Fig. 1: track usage over the die
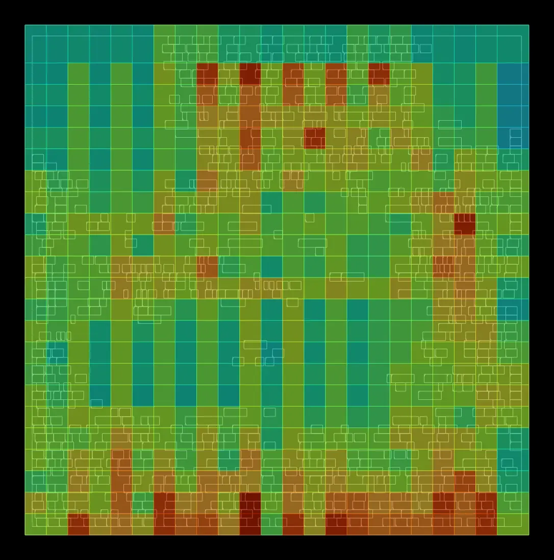
Fig. 2: I/O pins on the die edge
(1.5 px per um) Pins as bars across the die edge, other pins in gray.
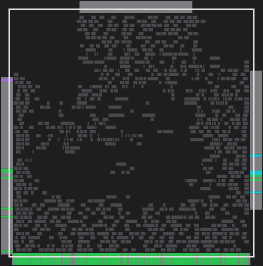
Fig. 3: sequential cells colored by netlist name
(1.5 px per um) Other sequential cells in the stronger gray, the rest of the logic in the fainter gray.
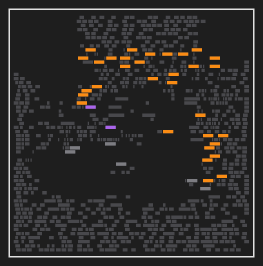
### src/rtl/ram_arbiter.sv
// ----------------------------------------------------------------------------
// ram_arbiter
//
// Shares one word-wide RAM port between four cache requesters:
// 0 = icache0, 1 = dcache0, 2 = icache1, 3 = dcache1.
// The arbiter picks requesters in round-robin order and keeps the grant until
// the whole transaction is done. A transaction is one word, or a two-word
// block when burst=1. The arbiter drives the RAM handshake and returns one
// acknowledge pulse for each completed word.
//
// Ports
//   CLK, RST          clock (rising edge); reset (synchronous, active-high)
//   req[3:0]          request, one bit per requester
//   wen[3:0]          1 = write, 0 = read; latched at grant
//   burst[3:0]        1 = two-word block; latched at grant
//   addr[3:0]         word-aligned start address per requester; latched at grant
//   wdata[3:0]        store data per requester; sampled live
//   ack[3:0]          one-cycle pulse per completed word, granted index only
//   rdata             load data; valid in the ack cycle, 0 otherwise
//   busy              a transaction is in progress
//   gnt_id            index currently (or most recently) granted
//   ram_ren/ram_wen   RAM read/write enables; never both high
//   ram_addr          RAM address
//   ram_wdata         RAM write data
//   ram_rdata         RAM read data
//   ram_rdy           RAM completes the current access this cycle
// ----------------------------------------------------------------------------
module ram_arbiter #(
   parameter int ADDR_W = 32,
   parameter int DATA_W = 32
) (
   input  logic                   CLK,
   input  logic                   RST,
   input  logic [3:0]             req,
   input  logic [3:0]             wen,
   input  logic [3:0]             burst,
   input  logic [3:0][ADDR_W-1:0] addr,
   input  logic [3:0][DATA_W-1:0] wdata,
   output logic [3:0]             ack,
   output logic [DATA_W-1:0]      rdata,
   output logic                   busy,
   output logic [1:0]             gnt_id,
   output logic                   ram_ren,
   output logic                   ram_wen,
   output logic [ADDR_W-1:0]      ram_addr,
   output logic [DATA_W-1:0]      ram_wdata,
   input  logic [DATA_W-1:0]      ram_rdata,
   input  logic                   ram_rdy
);

   typedef enum logic [1:0] {
      IDLE  = 2'd0,
      WORD1 = 2'd1,
      WORD2 = 2'd2
   } state_t;

   state_t            r_state;
   state_t            w_next;
   logic [1:0]        r_last;
   logic [1:0]        r_gnt;
   logic              r_wen;
   logic              r_burst;
   logic [ADDR_W-1:0] r_addr;

   logic              w_any;
   logic [1:0]        w_winner;
   logic              w_done;

   // Round-robin search. Offsets are visited from the farthest (4, which is
   // r_last itself) down to the nearest (1). A later match overwrites an
   // earlier one, so the requester closest after r_last wins.
   always_comb begin
      // NOTE: every signal gets a default before any branch. A combinational
      // output that is left unassigned on some path becomes a latch.
      w_any    = |req;
      w_winner = r_last;
      for (int i = 4; i >= 1; i--) begin
         if (req[r_last + 2'(i)]) begin
            w_winner = r_last + 2'(i);
         end
      end
   end

   // Next-state logic. A transaction ends on the ready of its final word.
   always_comb begin
      w_next = r_state;
      w_done = 1'b0;
      case (r_state)
         IDLE: begin
            if (w_any) begin
               w_next = WORD1;
            end
         end
         WORD1: begin
            if (ram_rdy) begin
               w_next = r_burst ? WORD2 : IDLE;
               w_done = !r_burst;
            end
         end
         WORD2: begin
            if (ram_rdy) begin
               w_next = IDLE;
               w_done = 1'b1;
            end
         end
         default: begin
            w_next = IDLE;
         end
      endcase
   end

   // RAM handshake and requester outputs, decoded from the current state.
   // The ack is suppressed while RST is high, so a word aborted by reset
   // is never acknowledged.
   always_comb begin
      ack       = '0;
      rdata     = '0;
      busy      = 1'b0;
      gnt_id    = r_gnt;
      ram_ren   = 1'b0;
      ram_wen   = 1'b0;
      ram_addr  = '0;
      ram_wdata = '0;
      if (r_state == WORD1 || r_state == WORD2) begin
         busy      = 1'b1;
         ram_ren   = !r_wen;
         ram_wen   = r_wen;
         // The second word's address wraps at 2^ADDR_W because of the
         // ADDR_W-bit add.
         ram_addr  = (r_state == WORD2) ? (r_addr + ADDR_W'(4)) : r_addr;
         ram_wdata = wdata[r_gnt];
         if (ram_rdy && !RST) begin
            ack[r_gnt] = 1'b1;
            rdata      = ram_rdata;
         end
      end
   end

   // r_last resets to 3, so index 0 has first priority after reset.
   always_ff @(posedge CLK) begin
      // NOTE: state registers use non-blocking assignments. Every register
      // then updates from values taken before the clock edge.
      if (RST) begin
         r_state <= IDLE;
         r_last  <= 2'd3;
         r_gnt   <= 2'd0;
         r_wen   <= 1'b0;
         r_burst <= 1'b0;
         r_addr  <= '0;
      end else begin
         r_state <= w_next;
         if (r_state == IDLE && w_any) begin
            r_gnt   <= w_winner;
            r_wen   <= wen[w_winner];
            r_burst <= burst[w_winner];
            r_addr  <= addr[w_winner];
         end
         if (w_done) begin
            r_last <= r_gnt;
         end
      end
   end

endmodule

### config.mk
export PLATFORM = sky130hd
export DESIGN_NAME = ram_arbiter
export DESIGN_NICKNAME = d
export VERILOG_FILES = /design/src/rtl/ram_arbiter.sv
export SDC_FILE = /design/constraint.sdc
export NUM_CORES = 1
export LEC_CHECK = 0
export CORE_AREA = 2 2 160 162
export DETAILED_ROUTE_END_ITERATION = 16
export DIE_AREA = 0 0 162 164
export HOLD_SLACK_MARGIN = 0.03
export SYNTH_ARGS = -nofsm -noshare
export SYNTH_HDL_FRONTEND = slang
export SYNTH_SLANG_ARGS = --single-unit
### constraint.sdc
create_clock -name CLK -period 3.78 [get_ports CLK]
set_input_delay 0.756 -clock CLK [delete_from_list [all_inputs] [get_ports CLK]]
set_output_delay 0.756 -clock CLK [all_outputs]
set_load 0.02 [all_outputs]
==> qor.log <==
INFO  drt            post-route-drc-count=0
INFO  sta            setup_violations=0
INFO  yosys          synth-area-yosys=4360um2
INFO  power          power=2.43mW
INFO  yosys          dominantRegCellSynth=dfxtp_1
INFO  sta            worst-slew-pin-transition=0.675ns
INFO  cells_and_area nNetsFinal=1,185
INFO  power          power_frac_comb=53.6%
INFO  clocking       clkSlewWorstSetupHoldPaths=0.06ns
INFO  power          leakage=3.40nW
INFO  yosys          simple_gate_area_share=26.3%
INFO  place          detailed_place_hpwl=18,100um
INFO  sta            rsz0062_at_grt=false
INFO  sta            minimum_clock_period=3.55ns
INFO  drt            vias_per_cell=4.32
INFO  power          switching_power=802uW
INFO  yosys          netlist-cell-type-count=40
INFO  critical_path  crit_path_max_fanout=7
INFO  place          dp_worst_setup_slack=0.278ns
INFO  die            core_area=24,800um2
INFO  power          power_density=270nW/um2
INFO  sta            period_used_share=93.9%
INFO  cells_and_area fin_cells=1,209
INFO  drt            routed-via-count=5,226
INFO  drt            drt-pass1-iter-count=4
INFO  clocking       clock_latency=0.28ns
INFO  drt            detail-route-antenna-nets=0
INFO  clocking       tritoncts=done
INFO  yosys          synthMuxAreaShare=33.1%
INFO  run_status     outcome=complete, no violations
INFO  yosys          synth.top_cells.by_count=93 x and2_1, 70 x mux2i_1, 49 x nand2_1, 40 x dfxtp_1, 33 x o221ai_1
INFO  critical_path  worstPathRequired=3.02ns
INFO  critical_path  worst-r2r-setup-slack=1.55ns
INFO  yosys          synth.largest_area_cell=dfxtp_1
INFO  cells_and_area layout-drive-gt1-share=7.07%
INFO  grt            grt_overflow_total=0
INFO  yosys          syn_avg_cell_area=8.94um2
INFO  yosys          ys_async_sr_fraction=0%
INFO  yosys          yosys.stat.seqShare=18.4%
INFO  place          gp_congestion=0.809
About Fig. 1:
global-route track usage on met2: 26.4%
met1 GRT Util: 19.0%

About Fig. 2:
legend:
  wdata:
    color: green
    pins: 128
    direction: input
    edge: 120 south, 6 west, 2 east
  RST:
    color: purple
    pins: 1
    direction: input
    edge: west
  wen:
    color: cyan
    pins: 4
    direction: input
    edge: east
all pins by edge: 172 south, 87 west, 81 north, 68 east
chip width: 162 um
die extent in y: 164 um
Buffers on Ports: 407

About Fig. 3:
legend:
  r_state:
    color: purple
    flops: 2
  r_addr:
    color: orange
    flops: 32
not colored: 6

==> power groups by stage <==
| stage | clock, mW | combinational [mW] | sequential, mW |
|---|---|---|---|
| after floorplan | 0 | 0.663 | 0.555 |
| after global placement | 0 | 1.31 | 0.595 |
| after detailed placement | 0 | 1.32 | 0.596 |
| after CTS | 0.566 | 1.32 | 0.586 |
| after global routing | 0.582 | 1.39 | 0.601 |
| final | 0.544 | 1.30 | 0.583 |
==> placed cells by master (no fill, tap or decap), types with 12 or more instances in the layout <==
cell	n
and2_1	92
nand2_1	49
mux2i_1	70
buf_4	12
mux4_2	32
clkdlybuf4s50_1	407
xnor2_1	14
o221ai_1	33
dfxtp_1	39
==> cell families after synthesis <==
logic type | Yosys count
mux | 104
buf+inv | 51
xor+xnor | 25
fa+ha+maj | 5
flops | 40
simple gates | 209
compound gates | 54
==> final timing paths <==
kind,start,cells after the start,end
hold / removal,r_addr[1],2,r_addr[1]
setup reg to reg,r_last[1],6,r_addr[0]
hold reg to reg,r_addr[1],2,r_addr[1]
setup / recovery,r_state[0],9,ram_addr[28]
==> cell type report <==
type | count | share of cell area, %
well taps | 330 | 4.58
clock inverters | 2 | 0.667
diodes | 2 | 0.0555
multi-input cells | 397 | 37.1
flip-flops and latches | 40 | 8.90
clock buffers | 5 | 1.39
repair buffers | 422 | 46.9
inverters | 11 | 0.458
==> per-layer routing <==
metal	wire length, um	vias up
met5	16	-
met4	417	2
met3	1630	30
met2	10400	206
met1	8890	2413
li1	-	2575
==> critical path: stages, from the launching register on <==
cell and delay [ns]:
dfxtp_1 0.32, inv_1 0.11, ha_1 0.33, and2_2 0.29, nand4_1 0.10, buf_4 0.18, nor4_1 0.27, xor2_1 0.17
and2_1 0.14, clkdlybuf4s50_1 0.61
==> stage by stage <==
step / area (um2) / hold WS (ns) / setup TNS [ns] / utilization, %
after floorplan: 4360 / 0.424 / 0 / -
after global placement: 8800 / 0.438 / 0 / 35.4
after detailed placement: 8800 / 0.441 / 0 / 35.4
after CTS: 8990 / 0.456 / -0.0112 / 36.2
after global routing: 9000 / 0.493 / 0 / 36.3
final: 9010 / 0.451 / 0 / 36.3
==> repair_timing <==
item / in CTS / in global routing
setup buffers: 0 / 2
gates resized: 1 / 2
setup endpoints to repair: 1 / 13
pin swaps: 0 / 2
gates cloned: 0 / 0
==> sequential cells by signal, indices dropped and copies added (netlist names) <==
| name | cells |
|---|---|
| r_addr | 32 |
| gnt_id | 2 |
| r_last | 2 |
| r_state | 2 |
| r_burst | 1 |
| r_wen | 1 |
Power and IR drop assume default switching activity.
